==> run_1/met1.png <==
Supply wires on this layer in gray.
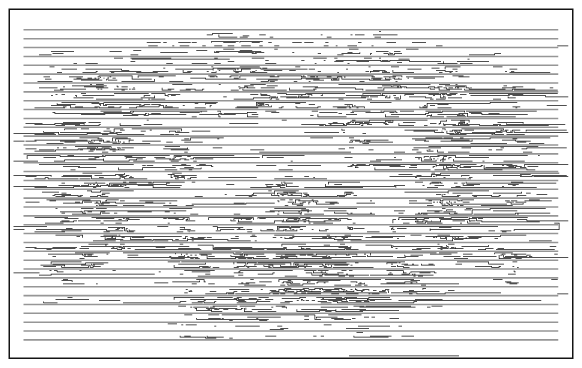
==> run_1/met2.png <==
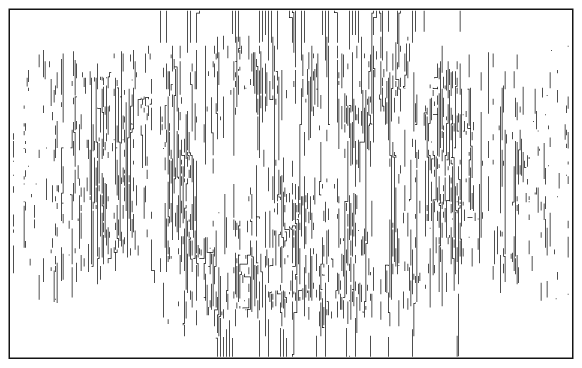
==> run_1/met3.png <==
Bar = 50 um. Cells faint in the background.
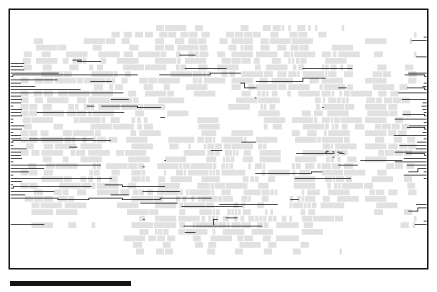
**src/rtl/graphics_cmd_master_if.sv**
```systemverilog
// Bus/handshake bundle between the graphics command master and its environment.
// master modport : view taken by graphics_cmd_master (drives the bus, reads operands).
// slave modport  : view taken by the requester/graphics-controller side.
// Signals: Req_H, X1/Y1/X2/Y2/Colour/Command (request + operands), Busy_H/Done_H/Err_H
// (status), AddressOut/DataOutToGraphics/DataInFromGraphics, GraphicsCS_L/AS_L/UDS_L/LDS_L/RW
// (68k-style asynchronous bus).
interface graphics_cmd_master_if;
   logic        Req_H;
   logic [15:0] X1;
   logic [15:0] Y1;
   logic [15:0] X2;
   logic [15:0] Y2;
   logic [15:0] Colour;
   logic [15:0] Command;
   logic        Busy_H;
   logic        Done_H;
   logic        Err_H;
   logic [15:0] AddressOut;
   logic [15:0] DataOutToGraphics;
   logic [15:0] DataInFromGraphics;
   logic        GraphicsCS_L;
   logic        AS_L;
   logic        UDS_L;
   logic        LDS_L;
   logic        RW;

   modport master (
      input  Req_H, X1, Y1, X2, Y2, Colour, Command, DataInFromGraphics,
      output Busy_H, Done_H, Err_H, AddressOut, DataOutToGraphics,
             GraphicsCS_L, AS_L, UDS_L, LDS_L, RW
   );

   modport slave (
      output Req_H, X1, Y1, X2, Y2, Colour, Command, DataInFromGraphics,
      input  Busy_H, Done_H, Err_H, AddressOut, DataOutToGraphics,
             GraphicsCS_L, AS_L, UDS_L, LDS_L, RW
   );
endinterface

```
**src/rtl/graphics_cmd_master.sv**
```systemverilog
// Graphics command master: on a request it polls the graphics controller status register
// until bit0 reports idle (or POLL_LIMIT busy reads elapse), then writes X1, Y1, X2, Y2,
// Colour and finally Command as six three-phase bus cycles (setup / strobe / release).
// Ports:
//   Clk   - single clock, all state changes on the rising edge
//   Reset - asynchronous active-high reset
//   bus   - graphics_cmd_master_if.master (request, operands, status, bus signals)
// Every output is a register, loaded with the value belonging to the state being entered.
module graphics_cmd_master #(
   parameter logic [15:0] BASE_ADDR  = 16'h0000,
   parameter int          POLL_LIMIT = 1023
) (
   input  logic                  Clk,
   input  logic                  Reset,
   graphics_cmd_master_if.master bus
);

   localparam int CNT_W = (POLL_LIMIT < 2) ? 1 : $clog2(POLL_LIMIT + 1);

   typedef enum logic [2:0] {
      IDLE,
      POLL_SETUP,
      POLL_STROBE,
      POLL_CHECK,
      WR_SETUP,
      WR_STROBE,
      WR_RELEASE,
      DONE
   } state_t;

   state_t             state;
   logic [15:0]        x1_lat, y1_lat, x2_lat, y2_lat, colour_lat, command_lat;
   logic [2:0]         wr_idx;
   logic [CNT_W-1:0]   poll_cnt;
   logic               status_idle;

   // Register map order of the six writes; Command goes last to the base register.
   function automatic logic [15:0] wr_addr(input logic [2:0] idx);
      case (idx)
         3'd0:    return BASE_ADDR + 16'h0002;
         3'd1:    return BASE_ADDR + 16'h0004;
         3'd2:    return BASE_ADDR + 16'h0006;
         3'd3:    return BASE_ADDR + 16'h0008;
         3'd4:    return BASE_ADDR + 16'h000E;
         default: return BASE_ADDR;
      endcase
   endfunction

   function automatic logic [15:0] wr_data(input logic [2:0] idx);
      case (idx)
         3'd0:    return x1_lat;
         3'd1:    return y1_lat;
         3'd2:    return x2_lat;
         3'd3:    return y2_lat;
         3'd4:    return colour_lat;
         default: return command_lat;
      endcase
   endfunction

   always_ff @(posedge Clk or posedge Reset) begin
      if (Reset) begin
         state                 <= IDLE;
         x1_lat                <= '0;
         y1_lat                <= '0;
         x2_lat                <= '0;
         y2_lat                <= '0;
         colour_lat            <= '0;
         command_lat           <= '0;
         wr_idx                <= '0;
         poll_cnt              <= '0;
         status_idle           <= 1'b0;
         bus.Busy_H            <= 1'b0;
         bus.Done_H            <= 1'b0;
         bus.Err_H             <= 1'b0;
         bus.AddressOut        <= '0;
         bus.DataOutToGraphics <= '0;
         bus.GraphicsCS_L      <= 1'b1;
         bus.AS_L              <= 1'b1;
         bus.UDS_L             <= 1'b1;
         bus.LDS_L             <= 1'b1;
         bus.RW                <= 1'b1;
      end else begin
         case (state)
            IDLE: begin
               if (bus.Req_H) begin
                  // Operands are frozen here; later input changes cannot reach the bus.
                  x1_lat           <= bus.X1;
                  y1_lat           <= bus.Y1;
                  x2_lat           <= bus.X2;
                  y2_lat           <= bus.Y2;
                  colour_lat       <= bus.Colour;
                  command_lat      <= bus.Command;
                  poll_cnt         <= '0;
                  state            <= POLL_SETUP;
                  bus.Busy_H       <= 1'b1;
                  bus.GraphicsCS_L <= 1'b0;
                  bus.RW           <= 1'b1;
                  bus.AddressOut   <= BASE_ADDR;
               end
            end

            POLL_SETUP: begin
               state     <= POLL_STROBE;
               bus.AS_L  <= 1'b0;
               bus.UDS_L <= 1'b0;
               bus.LDS_L <= 1'b0;
            end

            POLL_STROBE: begin
               status_idle <= bus.DataInFromGraphics[0];
               state       <= POLL_CHECK;
               bus.AS_L    <= 1'b1;
               bus.UDS_L   <= 1'b1;
               bus.LDS_L   <= 1'b1;
            end

            POLL_CHECK: begin
               if (status_idle) begin
                  wr_idx                <= 3'd0;
                  state                 <= WR_SETUP;
                  bus.RW                <= 1'b0;
                  bus.AddressOut        <= wr_addr(3'd0);
                  bus.DataOutToGraphics <= wr_data(3'd0);
               end else if (poll_cnt == CNT_W'(POLL_LIMIT - 1)) begin
                  // Controller never went idle: finish without writing anything.
                  state                 <= DONE;
                  bus.Busy_H            <= 1'b0;
                  bus.Done_H            <= 1'b1;
                  bus.Err_H             <= 1'b1;
                  bus.GraphicsCS_L      <= 1'b1;
                  bus.RW                <= 1'b1;
                  bus.AddressOut        <= '0;
                  bus.DataOutToGraphics <= '0;
               end else begin
                  poll_cnt <= poll_cnt + 1'b1;
                  state    <= POLL_SETUP;
               end
            end

            WR_SETUP: begin
               state     <= WR_STROBE;
               bus.AS_L  <= 1'b0;
               bus.UDS_L <= 1'b0;
               bus.LDS_L <= 1'b0;
            end

            WR_STROBE: begin
               state     <= WR_RELEASE;
               bus.AS_L  <= 1'b1;
               bus.UDS_L <= 1'b1;
               bus.LDS_L <= 1'b1;
            end

            WR_RELEASE: begin
               if (wr_idx == 3'd5) begin
                  state                 <= DONE;
                  bus.Busy_H            <= 1'b0;
                  bus.Done_H            <= 1'b1;
                  bus.Err_H             <= 1'b0;
                  bus.GraphicsCS_L      <= 1'b1;
                  bus.RW                <= 1'b1;
                  bus.AddressOut        <= '0;
                  bus.DataOutToGraphics <= '0;
               end else begin
                  // Address and data change only at the release->setup boundary.
                  wr_idx                <= wr_idx + 3'd1;
                  state                 <= WR_SETUP;
                  bus.AddressOut        <= wr_addr(wr_idx + 3'd1);
                  bus.DataOutToGraphics <= wr_data(wr_idx + 3'd1);
               end
            end

            DONE: begin
               state      <= IDLE;
               bus.Done_H <= 1'b0;
               bus.Err_H  <= 1'b0;
            end

            default: begin
               state            <= IDLE;
               bus.Busy_H       <= 1'b0;
               bus.Done_H       <= 1'b0;
               bus.Err_H        <= 1'b0;
               bus.GraphicsCS_L <= 1'b1;
               bus.AS_L         <= 1'b1;
               bus.UDS_L        <= 1'b1;
               bus.LDS_L        <= 1'b1;
               bus.RW           <= 1'b1;
            end
         endcase
      end
   end

endmodule

```
**src/flat_wrapper.sv**
```systemverilog
// flat-port wrapper written by rule: the top's interface ports become plain ports
module graphics_cmd_master_flat 
#(
   parameter logic [15:0] BASE_ADDR  = 16'h0000,
   parameter int          POLL_LIMIT = 1023
)
  (Clk, Reset, bus_Req_H, bus_X1, bus_Y1, bus_X2, bus_Y2, bus_Colour, bus_Command, bus_DataInFromGraphics, bus_Busy_H, bus_Done_H, bus_Err_H, bus_AddressOut, bus_DataOutToGraphics, bus_GraphicsCS_L, bus_AS_L, bus_UDS_L, bus_LDS_L, bus_RW);
  graphics_cmd_master_if bus_i ();
  input  logic Clk;
  input  logic Reset;
  input wire logic [$bits(bus_i.Req_H)-1:0] bus_Req_H;
  input wire logic [$bits(bus_i.X1)-1:0] bus_X1;
  input wire logic [$bits(bus_i.Y1)-1:0] bus_Y1;
  input wire logic [$bits(bus_i.X2)-1:0] bus_X2;
  input wire logic [$bits(bus_i.Y2)-1:0] bus_Y2;
  input wire logic [$bits(bus_i.Colour)-1:0] bus_Colour;
  input wire logic [$bits(bus_i.Command)-1:0] bus_Command;
  input wire logic [$bits(bus_i.DataInFromGraphics)-1:0] bus_DataInFromGraphics;
  output wire logic [$bits(bus_i.Busy_H)-1:0] bus_Busy_H;
  output wire logic [$bits(bus_i.Done_H)-1:0] bus_Done_H;
  output wire logic [$bits(bus_i.Err_H)-1:0] bus_Err_H;
  output wire logic [$bits(bus_i.AddressOut)-1:0] bus_AddressOut;
  output wire logic [$bits(bus_i.DataOutToGraphics)-1:0] bus_DataOutToGraphics;
  output wire logic [$bits(bus_i.GraphicsCS_L)-1:0] bus_GraphicsCS_L;
  output wire logic [$bits(bus_i.AS_L)-1:0] bus_AS_L;
  output wire logic [$bits(bus_i.UDS_L)-1:0] bus_UDS_L;
  output wire logic [$bits(bus_i.LDS_L)-1:0] bus_LDS_L;
  output wire logic [$bits(bus_i.RW)-1:0] bus_RW;
  assign bus_i.Req_H = bus_Req_H;
  assign bus_i.X1 = bus_X1;
  assign bus_i.Y1 = bus_Y1;
  assign bus_i.X2 = bus_X2;
  assign bus_i.Y2 = bus_Y2;
  assign bus_i.Colour = bus_Colour;
  assign bus_i.Command = bus_Command;
  assign bus_i.DataInFromGraphics = bus_DataInFromGraphics;
  assign bus_Busy_H = bus_i.Busy_H;
  assign bus_Done_H = bus_i.Done_H;
  assign bus_Err_H = bus_i.Err_H;
  assign bus_AddressOut = bus_i.AddressOut;
  assign bus_DataOutToGraphics = bus_i.DataOutToGraphics;
  assign bus_GraphicsCS_L = bus_i.GraphicsCS_L;
  assign bus_AS_L = bus_i.AS_L;
  assign bus_UDS_L = bus_i.UDS_L;
  assign bus_LDS_L = bus_i.LDS_L;
  assign bus_RW = bus_i.RW;
  graphics_cmd_master #(.BASE_ADDR(BASE_ADDR), .POLL_LIMIT(POLL_LIMIT)) u_core (.Clk(Clk), .Reset(Reset), .bus(bus_i));
endmodule
```
**config.mk**
```make
export PLATFORM = sky130hd
export DESIGN_NAME = graphics_cmd_master_flat
export DESIGN_NICKNAME = d
export VERILOG_FILES = /design/src/rtl/graphics_cmd_master_if.sv /design/src/rtl/graphics_cmd_master.sv /design/src/flat_wrapper.sv
export SDC_FILE = /design/constraint.sdc
export NUM_CORES = 1
export LEC_CHECK = 0
export CORE_ASPECT_RATIO = 0.6
export CORE_MARGIN = 4
export CORE_UTILIZATION = 40
export DETAILED_ROUTE_END_ITERATION = 12
export HOLD_SLACK_MARGIN = 0.15
export PLACE_DENSITY = 0.67
export RECOVER_POWER = 50
export SLEW_MARGIN = 20
export SYNTH_ARGS = -nofsm -noshare
export SYNTH_HDL_FRONTEND = slang
export SYNTH_SLANG_ARGS = --single-unit
```
**constraint.sdc**
```tcl
create_clock -name Clk -period 11.9 [get_ports Clk]
set_input_delay 2.975 -clock Clk [delete_from_list [all_inputs] [get_ports Clk]]
set_output_delay 2.975 -clock Clk [all_outputs]
set_load 0.02 [all_outputs]
```
==> out/metrics.csv, run 1 <==
metric,value,unit
cell with the most instances after synthesis,sky130_fd_sc_hd__dfrtp_1,
PostCTS Resize Cnt,0,
number of clock sinks,138,
clock network power,0.000519,W
"most common cell after layout, fill and taps aside",sky130_fd_sc_hd__dfrtp_1,
r2r worst-path depth,4,
class of the most critical hold timing path,reg -> reg,
cell area reported after detailed placement,7830,um^2
relative area change from synthesis to final layout,29.5,%
Worst R2R Start,u_core.state[2],
Post-Synth AOI/OAI Area,14.3,%
Worst Setup SP,bus_Req_H,
final routed wire length divided by cell count,19.7,um
Bufs on Longest Clock Path,2,
Synth flops,138,
H-tree Lvls,4,
largest non-sequential cell family by area,multiplexers,
portion of netlist area occupied by mux cells,16.8,%
crit path to,u_core.y1_lat[0],
Nets,775,
worst-case vdd ir drop,0.000128,V
iteration tally of the first detailed-router pass,5,
Routed met3 length,1300,um
effective utilization at floorplan,41.6,%
portion of the post-synthesis area used by sequential elements,53.2,%
RSZ-0062 raised after global routing,false,
number of max-cap violations,2,
via count of the first global-routing pass,4999,
Tot GR Track Use,18.8,%
boundary pin count,155,
Num CTS Buffers,17,
category of the critical setup timing path,in -> reg,
violated checks,"capacitance limit, slew limit",
cell count listed in synth_stat.txt,542,
layout inverter count without the clock tree,10,
"Avg Cell Area, Syn",12.0,um^2
synthesized-area fraction occupied by adder cells,1.35,%
count of input and output buffers,126,
CP Max Fanout,64,
Crit-path slowest cell,sky130_fd_sc_hd__and3_1,
tap cells,203,
sequential portion of the cell area,41.1,%
status,"finished, violations left",
Min-Delay Startpoint,u_core.bus.AddressOut[3],
"Largest stage delay, worst path",1490,ps
Chip Width,173,um
Largest cell class,registers,
Hold Fails Final Rpt,0,
DP Cell Count,836,
type of destination of the critical path,register,
final slew viol count,105,
final weighted congestion in routability-driven placement,0.794,
"commonest non-fill, non-tap cells in the layout","135 x sky130_fd_sc_hd__dfrtp_1, 123 x sky130_fd_sc_hd__clkdlybuf4s50_1, 97 x sky130_fd_sc_hd__mux2_2",
Clock Skews,13.1,ps
overall chip area,18400,um^2
sequential-cell power consumption,0.000837,W
Cell variety after synth,56,
final standard cell utilization of the core,53.8,%
net switching power figure,0.000779,W
arrival time of data at the critical path endpoint,6350,ps
most area-hungry cell type in the Yosys netlist,sky130_fd_sc_hd__dfrtp_1,
Notes on met1.png above:
wire length on this layer	7990 um
longest straight run	68.5 um
main direction	horizontal
aggregate routed wire length: 17100 um
GR met1 Demand/Resource: 26.0%
number of vias in the routed layout: 4758

Notes on met2.png above:
nets with wire on the layer	681
main direction	vertical
share of all routed wire	45%
global-route met2 utilization: 28.6%

Notes on met3.png above:
longest straight run	51.5 um
main direction	horizontal
wire length on this layer	1300 um
share of all routed wire	7.6%
nets with wire on the layer	104
met3 track demand over resource in global routing: 7.12%

-- run 1: critical path, delay by kind of cell --
kind	cells	cell delay, ps
buffers and inverters	2	1410
multiplexers	1	420
AND/OR/NAND/NOR	1	1490
-- run 1: sequential cells by signal, summed over array words and instances (netlist names) --
name	cells
u_core.bus.AS_L	1
u_core.bus.RW	1
u_core.poll_cnt	10
u_core.y2_lat	16
u_core.bus.GraphicsCS_L	1
u_core.y1_lat	16
u_core.bus.DataOutToGraphics	16
u_core.x2_lat	16
u_core.x1_lat	16
u_core.state	3
u_core.wr_idx	3
u_core.bus.AddressOut	3
u_core.bus.Err_H	1
u_core.colour_lat	16
u_core.command_lat	16
u_core.bus.Busy_H	1
u_core.status_idle	1
u_core.bus.Done_H	1
==> inputs of run 2 (changes only) <==
- PLACE_DENSITY: 0.67 -> 0.69
- clock period: 11.9 -> 5.3 ns (I/O delays scaled with it)
==> run_2/met2.png <==
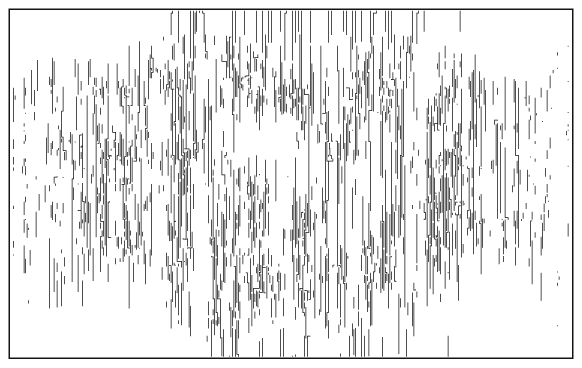
longest straight run	56.4 um
share of all routed wire	44%
main direction	vertical
aggregate routed wire length: 17300 um
global-route met2 utilization: 28.6%
number of vias in the routed layout: 4845

==> run 2 against run 1 <==
The flow still finishes with violations (capacitance limit, slew limit); sequential power grew 120%; sequential cell count unchanged; first-iteration DRC count down 30%; core utilization is 0.22 points higher; synthesized cell count stayed put; die size did not move; sequential share of layout area is 0.17 points lower; clock skew shrank 2.4 ps; total power grew 130%; critical path type is now in -> async; largest power group unchanged.
==> out/metrics.csv, run 2 <==
metric,value,unit
status,"finished, violations left",
violated checks,"capacitance limit, slew limit",
Bufs on Longest Clock Path,2,
Chip Width,173,um
"Largest stage delay, worst path",1560,ps
number of max-cap violations,1,
Routed met3 length,1090,um
largest non-sequential cell family by area,multiplexers,
most area-hungry cell type in the Yosys netlist,sky130_fd_sc_hd__dfrtp_1,
"most common cell after layout, fill and taps aside",sky130_fd_sc_hd__dfrtp_1,
final weighted congestion in routability-driven placement,0.813,
Hold Fails Final Rpt,0,
boundary pin count,155,
first-pass GRT wire length,27300,um
portion of the post-synthesis area used by sequential elements,53.2,%
relative area change from synthesis to final layout,30.0,%
arrival time of data at the critical path endpoint,3560,ps
DP Cell Count,838,
"Avg Cell Area, Syn",12.0,um^2
Largest cell class,registers,
cell count listed in synth_stat.txt,542,
effective utilization at floorplan,41.6,%
CP Max Fanout,118,
class of the most critical hold timing path,reg -> reg,
Top Family by Delay on Critical Path,buffers and inverters,
tap cells,203,
layout inverter count without the clock tree,10,
synthesized-area fraction occupied by adder cells,1.35,%
Tot GR Track Use,18.9,%
Min-Delay Startpoint,u_core.bus.GraphicsCS_L,
portion of netlist area occupied by mux cells,16.8,%
Post-Synth AOI/OAI Area,14.3,%
category of the critical setup timing path,in -> async,
worst-case vdd ir drop,0.000198,V
critical path buffer and inverter count,2,
final routed wire length divided by cell count,19.9,um
cell with the most instances after synthesis,sky130_fd_sc_hd__dfrtp_1,
PostCTS Resize Cnt,0,
final slew viol count,119,
"commonest non-fill, non-tap cells in the layout","135 x sky130_fd_sc_hd__dfrtp_1, 124 x sky130_fd_sc_hd__clkdlybuf4s50_1, 97 x sky130_fd_sc_hd__mux2_2",
Nets,776,
iteration tally of the first detailed-router pass,5,
sequential portion of the cell area,40.9,%
H-tree Lvls,4,
via count of the first global-routing pass,5061,
r2r worst-path depth,6,
number of clock sinks,138,
Synth flops,138,
==> run_2/final_clocks.png <==
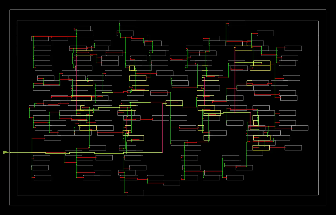
number of flip-flops and latches: 138
Num CTS Buffers: 17
layout clock buffer count: 18

run 2: through the flow:
stage	area (um^2)	utilization, %
CTS	8450	54.1
floorplan	6540	-
detailed placement	7860	50.3
global route	8450	54.0
global placement	7860	50.3
finish	8450	54.0
run 2: how the worst max path moves through the flow:
stage	start	to	slack, ps	cells after the start
after floorplan	Reset	u_core.bus.AddressOut[1]	280	1
after global placement	bus_Req_H	u_core.colour_lat[2]	1820	4
after detailed placement	bus_Req_H	u_core.command_lat[7]	1770	4
after CTS	bus_Req_H	u_core.command_lat[8]	2220	4
after global routing	Reset	u_core.poll_cnt[1]	1350	2
final	Reset	u_core.y2_lat[3]	1800	2
run 2: where the power goes:
group / internal [W] / switching, W
combinational: 0.000914 / 0.000939
clock: 0.000715 / 0.000487
sequential: 0.00154 / 0.000344
==> inputs of run 3 (changes only) <==
- clock period: 5.3 -> 3.2 ns (I/O delays scaled with it)
==> run_3/met2.png <==
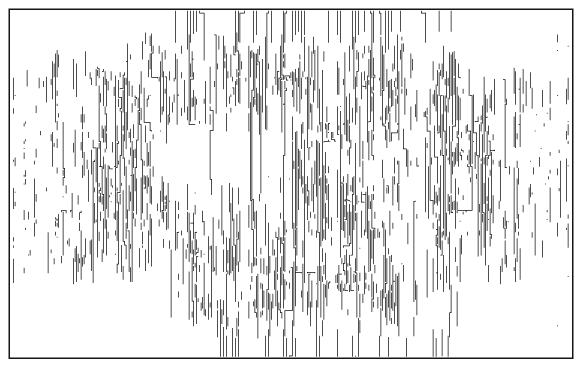
main direction	vertical
longest straight run	52.4 um
share of all routed wire	45%
wire length on this layer	7670 um
nets with wire on the layer	665
number of vias in the routed layout: 4764
aggregate routed wire length: 16900 um
global-route met2 utilization: 27.8%

==> run 3 against run 2 <==
The flow now finishes without violations; setup slack worse by 1300 ps; die size unchanged; final cell count up 1.0%; global-route usage down 0.25 points; sequential cell count unchanged; wire length down 2.4%; clock power up 67%; synthesized cell count unchanged; via count down 1.7%; area after synthesis unchanged; critical path type is now in -> reg.
==> out/metrics.csv, run 3 <==
metric,value,unit
final weighted congestion in routability-driven placement,0.843,
PostCTS Resize Cnt,0,
internal power,0.00535,W
iteration tally of the first detailed-router pass,5,
most area-hungry cell type in the Yosys netlist,sky130_fd_sc_hd__dfrtp_1,
number of flip-flops and latches,138,
Nets,785,
category of the critical setup timing path,in -> reg,
effective utilization at floorplan,41.6,%
Largest cell class,registers,
DP Worst Slack,515,ps
clock transition at the registers of the reported paths,60,ps
vertical die dimension,107,um
"crit path setup slack, layout",512,ps
class of the most critical hold timing path,reg -> reg,
Min-Delay Startpoint,u_core.bus.AddressOut[2],
type of destination of the critical path,register,
first-pass GRT wire length,27300,um
sw frac,34.9,%
"Avg Cell Area, Syn",12.0,um^2
Top Family by Delay on Critical Path,simple AND/OR/NAND/NOR gates,
critical path buffer and inverter count,2,
layout inverter count without the clock tree,10,
CP Max Fanout,43,
relative slew slack,4.19,%
crit path to,u_core.y1_lat[1],
DP Cell Count,847,
portion of netlist area occupied by mux cells,16.8,%
portion of the post-synthesis area used by sequential elements,53.2,%
number of max-cap violations,0,
Cell variety after synth,56,
"Largest stage delay, worst path",940,ps
sequential portion of the cell area,40.4,%
power density cells,961,nW/um^2
number of fillers in the final layout,1292,
sequential share of power,37.8,%
combinational cell fraction of total power,37.8,%
Bufs on Longest Clock Path,2,
sequential-cell power consumption,0.00311,W
net switching power figure,0.00286,W
Worst Setup SP,bus_Req_H,
Chip Width,173,um
cell area reported after detailed placement,7990,um^2
worst-case vdd ir drop,0.000416,V
time the worst path needs with I/O delays and setup,2690,ps
Worst R2R Start,u_core.state[2],
final routed wire length divided by cell count,19.2,um
largest non-sequential cell family by area,multiplexers,
final slew viol count,0,
count of non-filler cells in the finished layout,879,
tap cells,203,
boundary pin count,155,
number of clock sinks,138,
arrival time of data at the critical path endpoint,2980,ps
combinational power,0.00310,W
relative area change from synthesis to final layout,31.5,%
H-tree Lvls,4,
Num CTS Buffers,17,
Post-Synth AOI/OAI Area,14.3,%
"most common cell after layout, fill and taps aside",sky130_fd_sc_hd__dfrtp_1,
RSZ-0062 raised after global routing,false,
group with the largest share of power,sequential cells,
cell with the most instances after synthesis,sky130_fd_sc_hd__dfrtp_1,
leakage power,3.57,nW
number of gates on the worst path with buffers counted,4,
Crit-path slowest cell,sky130_fd_sc_hd__and3_1,
count of input and output buffers,126,
proportion of register bits with asynchronous set or reset after synthesis,100,%
cell count listed in synth_stat.txt,542,
overall chip area,18400,um^2
"commonest non-fill, non-tap cells in the layout","135 x sky130_fd_sc_hd__dfrtp_1, 125 x sky130_fd_sc_hd__clkdlybuf4s50_1, 97 x sky130_fd_sc_hd__mux2_2",
synthesized-area fraction occupied by adder cells,1.35,%
r2r worst-path depth,4,
Tot GR Track Use,18.6,%
via count of the first global-routing pass,4991,
relative contribution of the clock network to total power,24.3,%
status,"finished, final reports clean",
Layout Cell Area excl Fill,8550,um^2
Hold Fails Final Rpt,0,
==> run_3/final_clocks.png <==
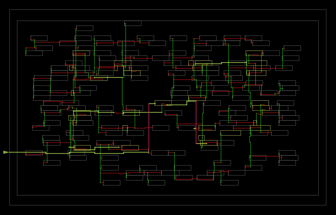
layout clock buffer count: 20
later-pin clock latency in the skew report: 420 ps
clock network power: 0.00200 W
Clock Skews: 10.4 ps

==> run 3: cell counts after synthesis <==
Identical to the previous run, type by type.
==> run 3: metrics by stage <==
step | total power [W] | util (%) | hold slack (ps)
6_report | 0.00821 | 54.7 | 484
5_1_grt | 0.00875 | 54.7 | 513
4_1_cts | 0.00828 | 54.9 | 488
3_5_place_dp | 0.00625 | 51.1 | 475
3_3_place_gp | 0.00611 | 51.1 | 477
2_1_floorplan | 0.00521 | - | 475
==> run 3: metal layers <==
| layer | vias to the layer above | global-route usage, % | routed length (um) |
|---|---|---|---|
| met2 | 166 | 27.8 | 7670 |
| met5 | - | 0 | 0 |
| met3 | 5 | 5.32 | 1080 |
| met4 | 0 | 4.21 | 49 |
| met1 | 2397 | 27.0 | 8070 |
| li1 | 2196 | - | - |
Power is estimated from default activity; no workload was simulated.
